### M4 wires

Cells faint in the background.
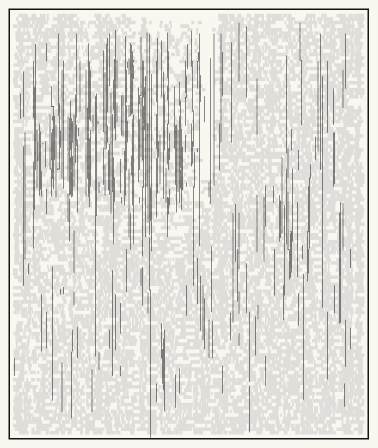
### Supply network

Scale bar: 100 um. Pins as bars on the die edge. Tap cells in grey.
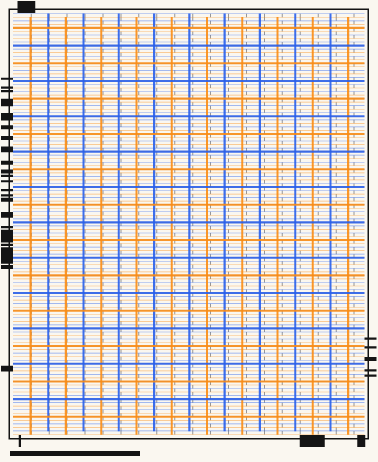
### Congestion heat map

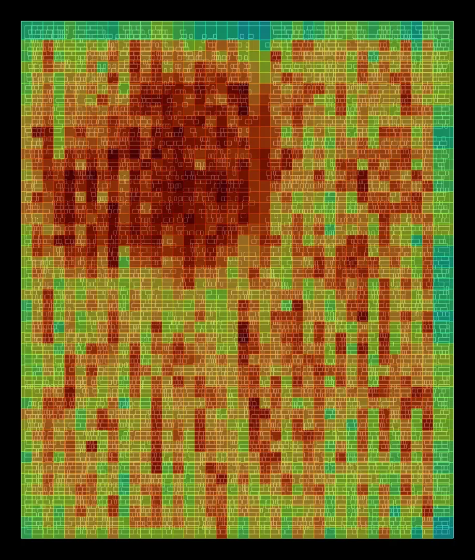
### A small window of the routed layout

Region (194, 70) to (219, 95) um. Cells in grey, sequential cells in the stronger grey; small squares are vias.
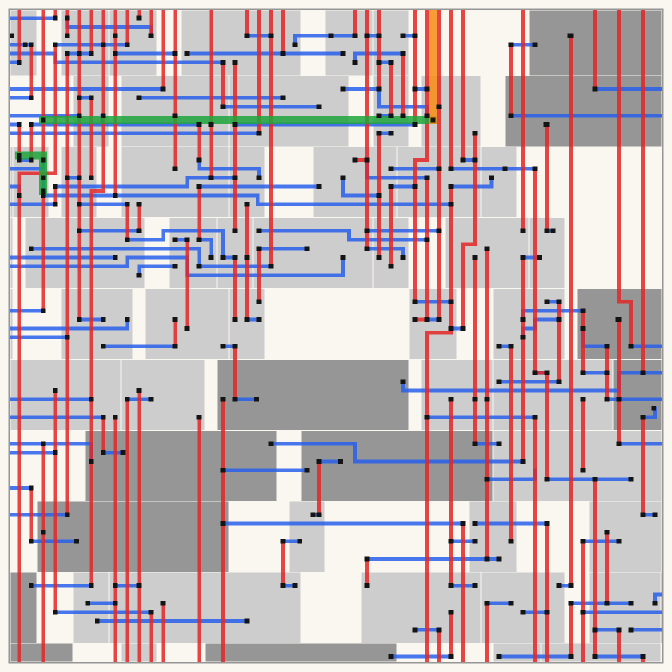
==> config.mk <==
export PLATFORM = sky130hd
export DESIGN_NAME = pfpu_atan2
export DESIGN_NICKNAME = d
export VERILOG_FILES = /design/src/rtl/pfpu_atan2_pkg.sv /design/src/rtl/pfpu_cordic_stage.sv /design/src/rtl/pfpu_atan2.sv
export SDC_FILE = /design/constraint.sdc
export NUM_CORES = 2
export LEC_CHECK = 0
export CAP_MARGIN = 20
export CORE_ASPECT_RATIO = 1.2
export CORE_MARGIN = 2
export CORE_UTILIZATION = 60
export DETAILED_ROUTE_END_ITERATION = 8
export GPL_TIMING_DRIVEN = 0
export PLACE_DENSITY = 0.73
export SYNTH_ARGS = -nofsm -noshare
export SYNTH_HDL_FRONTEND = slang
export SYNTH_SLANG_ARGS = --single-unit
==> constraint.sdc <==
create_clock -name sys_clk -period 11.9 [get_ports sys_clk]
set_clock_uncertainty 0.05 [all_clocks]
set_input_delay 1.19 -clock sys_clk [delete_from_list [all_inputs] [get_ports sys_clk]]
set_output_delay 1.19 -clock sys_clk [all_outputs]
set_load 0.05 [all_outputs]
==> run summary <==
run metrics: run status complete, but fails checks, failing checks setup timing, number of flip-flops in the largest register 200, fill cell count 7532, element type at the critical path end flip-flop, critical path startpoint category flip-flop, number of antenna violations at the first check in global routing 9, Final nets 7235, detail-routed via count per cell 6.13, number of I/O pins 100, wire length of the first global-routing pass 248000 um, setup slack after layout -0.0721 ns, data required time at the worst endpoint 12.28 ns, Worst path slowest cell sky130_fd_sc_hd__clkdlybuf4s15_1, Fmax achieved 0.0835 GHz, number of instances on the worst hold path 0, input/output buffers 99, Register-to-Register Path Depth 30, number of buffers added to fix hold violations after cts 0, # DRC 0, count of yosys warnings during synthesis 0, WP data arrival 12.35 ns, final weighted congestion of routability-driven global placement 1.08, worst hold slack 0.274 ns, fraction of registers with async set/reset 0, most frequent cells in the layout sky130_fd_sc_hd__dfxtp_1 (690), sky130_fd_sc_hd__ha_1 (606), sky130_fd_sc_hd__nor2_1 (594), class of the most critical setup path flip-flop to flip-flop, Placement Setup Slack 0.357 ns, CTS H-tree lvls 3, final count of hold timing violations 0, setup_tns -0.0721 ns, Seq share, synth 0.261, total number of placement rows 119, nets in the synthesized netlist 7052, Placed Area 55400 um^2, post-synth area from yosys stat 52900 um^2, DP Cell Count 7602, flop and latch count out of synthesis 690, most instantiated logic cell after routing sky130_fd_sc_hd__dfxtp_1, die footprint 90600 um^2, synthesized instance count 6350, share of the clock period used by the worst path 1.01, clk sinks 690, Routed Antenna Nets 0, number of DRC violations after detailed-routing iteration 0 3281, Min Clock Period, post-route 11.97 ns, latest clock arrival within the worst-skew pair 0.64 ns, Layout Area Growth over Synthesis 9.42%, TritonCTS clock tree built, setup repair after global routing missed its margin false, pin count of the biggest net entering global routing 21, post-route design area 57900 um^2, pre-placement core utilization 0.604, clock-pin slew on the worst setup and hold paths 0.06 ns, number of flops mapped to enable cells by yosys 0, Min-Delay Path Class flip-flop to flip-flop, most used flip-flop cell after synthesis sky130_fd_sc_hd__dfxtp_1, # Cells Yosys 6350, max-cap violation count 0, largest driver fanout on the critical path 10, R2R Setup Slk -0.07 ns, Worst slew margin 0.171, Finish-stage setup viols 1, post-synthesis instance area 52900 um^2, Cell Type Count 106, Clk Tree Root Cell sky130_fd_sc_hd__clkbuf_16, Log Warnings 76, final std cells w/o fill 7743
-- 'M4 wires' (at the start) --
The layer holds 7.4% of the routed length. The longest straight run is 200 um. The layer carries 11900 um of wire.
final routed wirelength across all metal layers: 161000 um
overall via count from detail_route: 47400

-- 'Supply network' (at the start) --
Key: VDD = blue; VSS = orange
19 straps on met4. 120 met1 rails follow the rows. 1149 tap cells. The core has 119 rows.
overall die width: 275 um
core region area: 87500 um^2
die boundary height: 329 um

-- 'Congestion heat map' (at the start) --
overall routing resource usage: 0.348
average detailed-routed wire length per instance: 20.8 um
Most Used Layer, Global Route: met2
met3 GRT Util: 0.0516
end-of-flow core utilization: 0.661

-- 'A small window of the routed layout' (at the start) --
Key: met3 = green; met4 = orange; met2 = red; met1 = blue
Most frequent: ha_1 (7), dfxtp_1 (6). Sequential cells in the window: 6. 49 logic cells have their middle in the window.

==> critical path, delay by kind of cell (launching register included) <==
| family | cells | cell delay (ns) |
|---|---|---|
| buf+inv | 11 | 5.24 |
| compound gates | 8 | 2.14 |
| flops | 1 | 0.41 |
| xor+xnor | 1 | 0.44 |
| fa+ha+maj | 3 | 0.86 |
| simple gates | 7 | 2.61 |
==> metal layers <==
metal	up-vias	global-route usage	wire length, um
met2	1741	0.629	79400
li1	22900	-	-
met1	22200	0.375	60700
met4	8	0.229	11900
met5	-	0	57
met3	605	0.0516	9300
==> what timing repair did <==
action                                  4_1_cts  5_1_grt
endpoints found under the setup margin        0        7
gates resized                                 0        6
endpoints found under the hold margin         0        0
==> cell families after synthesis <==
group / synth area share
simple gates: 0.166
compound gates: 0.199
xor+xnor: 0.118
flops: 0.261
fa+ha+maj: 0.154
buf+inv: 0.0473
mux: 0.0543
==> cell usage after synthesis (39+ instances only) <==
library cell / number / share of area
sky130_fd_sc_hd__a21boi_0: 84 / 0.012
sky130_fd_sc_hd__a21o_1: 83 / 0.012
sky130_fd_sc_hd__a21oi_1: 502 / 0.047
sky130_fd_sc_hd__a31oi_1: 43 / 0.0051
sky130_fd_sc_hd__and3_1: 40 / 0.0047
sky130_fd_sc_hd__buf_2: 39 / 0.0037
sky130_fd_sc_hd__clkbuf_1: 149 / 0.011
sky130_fd_sc_hd__dfxtp_1: 690 / 0.26
sky130_fd_sc_hd__ha_1: 606 / 0.14
sky130_fd_sc_hd__inv_1: 380 / 0.027
sky130_fd_sc_hd__mux2_2: 43 / 0.0092
sky130_fd_sc_hd__mux2i_1: 187 / 0.035
sky130_fd_sc_hd__nand2_1: 404 / 0.029
sky130_fd_sc_hd__nand2b_1: 51 / 0.0060
sky130_fd_sc_hd__nand3_1: 108 / 0.010
sky130_fd_sc_hd__nor2_1: 595 / 0.042
sky130_fd_sc_hd__nor2b_1: 105 / 0.012
sky130_fd_sc_hd__nor3_1: 225 / 0.021
sky130_fd_sc_hd__nor4_1: 60 / 0.0071
sky130_fd_sc_hd__o21a_1: 82 / 0.012
sky130_fd_sc_hd__o21ai_0: 325 / 0.031
sky130_fd_sc_hd__o21bai_1: 84 / 0.012
sky130_fd_sc_hd__o31ai_1: 57 / 0.0081
sky130_fd_sc_hd__or2_2: 39 / 0.0046
sky130_fd_sc_hd__or3_1: 51 / 0.0060
sky130_fd_sc_hd__xnor2_1: 447 / 0.074
sky130_fd_sc_hd__xor2_1: 259 / 0.043
==> area by class of cell <==
cell class / count / area (um^2) / area share
Antenna cell: 4 / 10.0 / 0.000173
Buffer: 230 / 1060 / 0.0183
Clock buffer: 102 / 2130 / 0.0367
Clock inverter: 30 / 340 / 0.00588
Inverter: 385 / 1450 / 0.0250
Multi-Input combinational cell: 5045 / 36600 / 0.632
Sequential cell: 690 / 13800 / 0.239
Tap cell: 1149 / 1440 / 0.0248
Timing Repair Buffer: 108 / 1050 / 0.0182
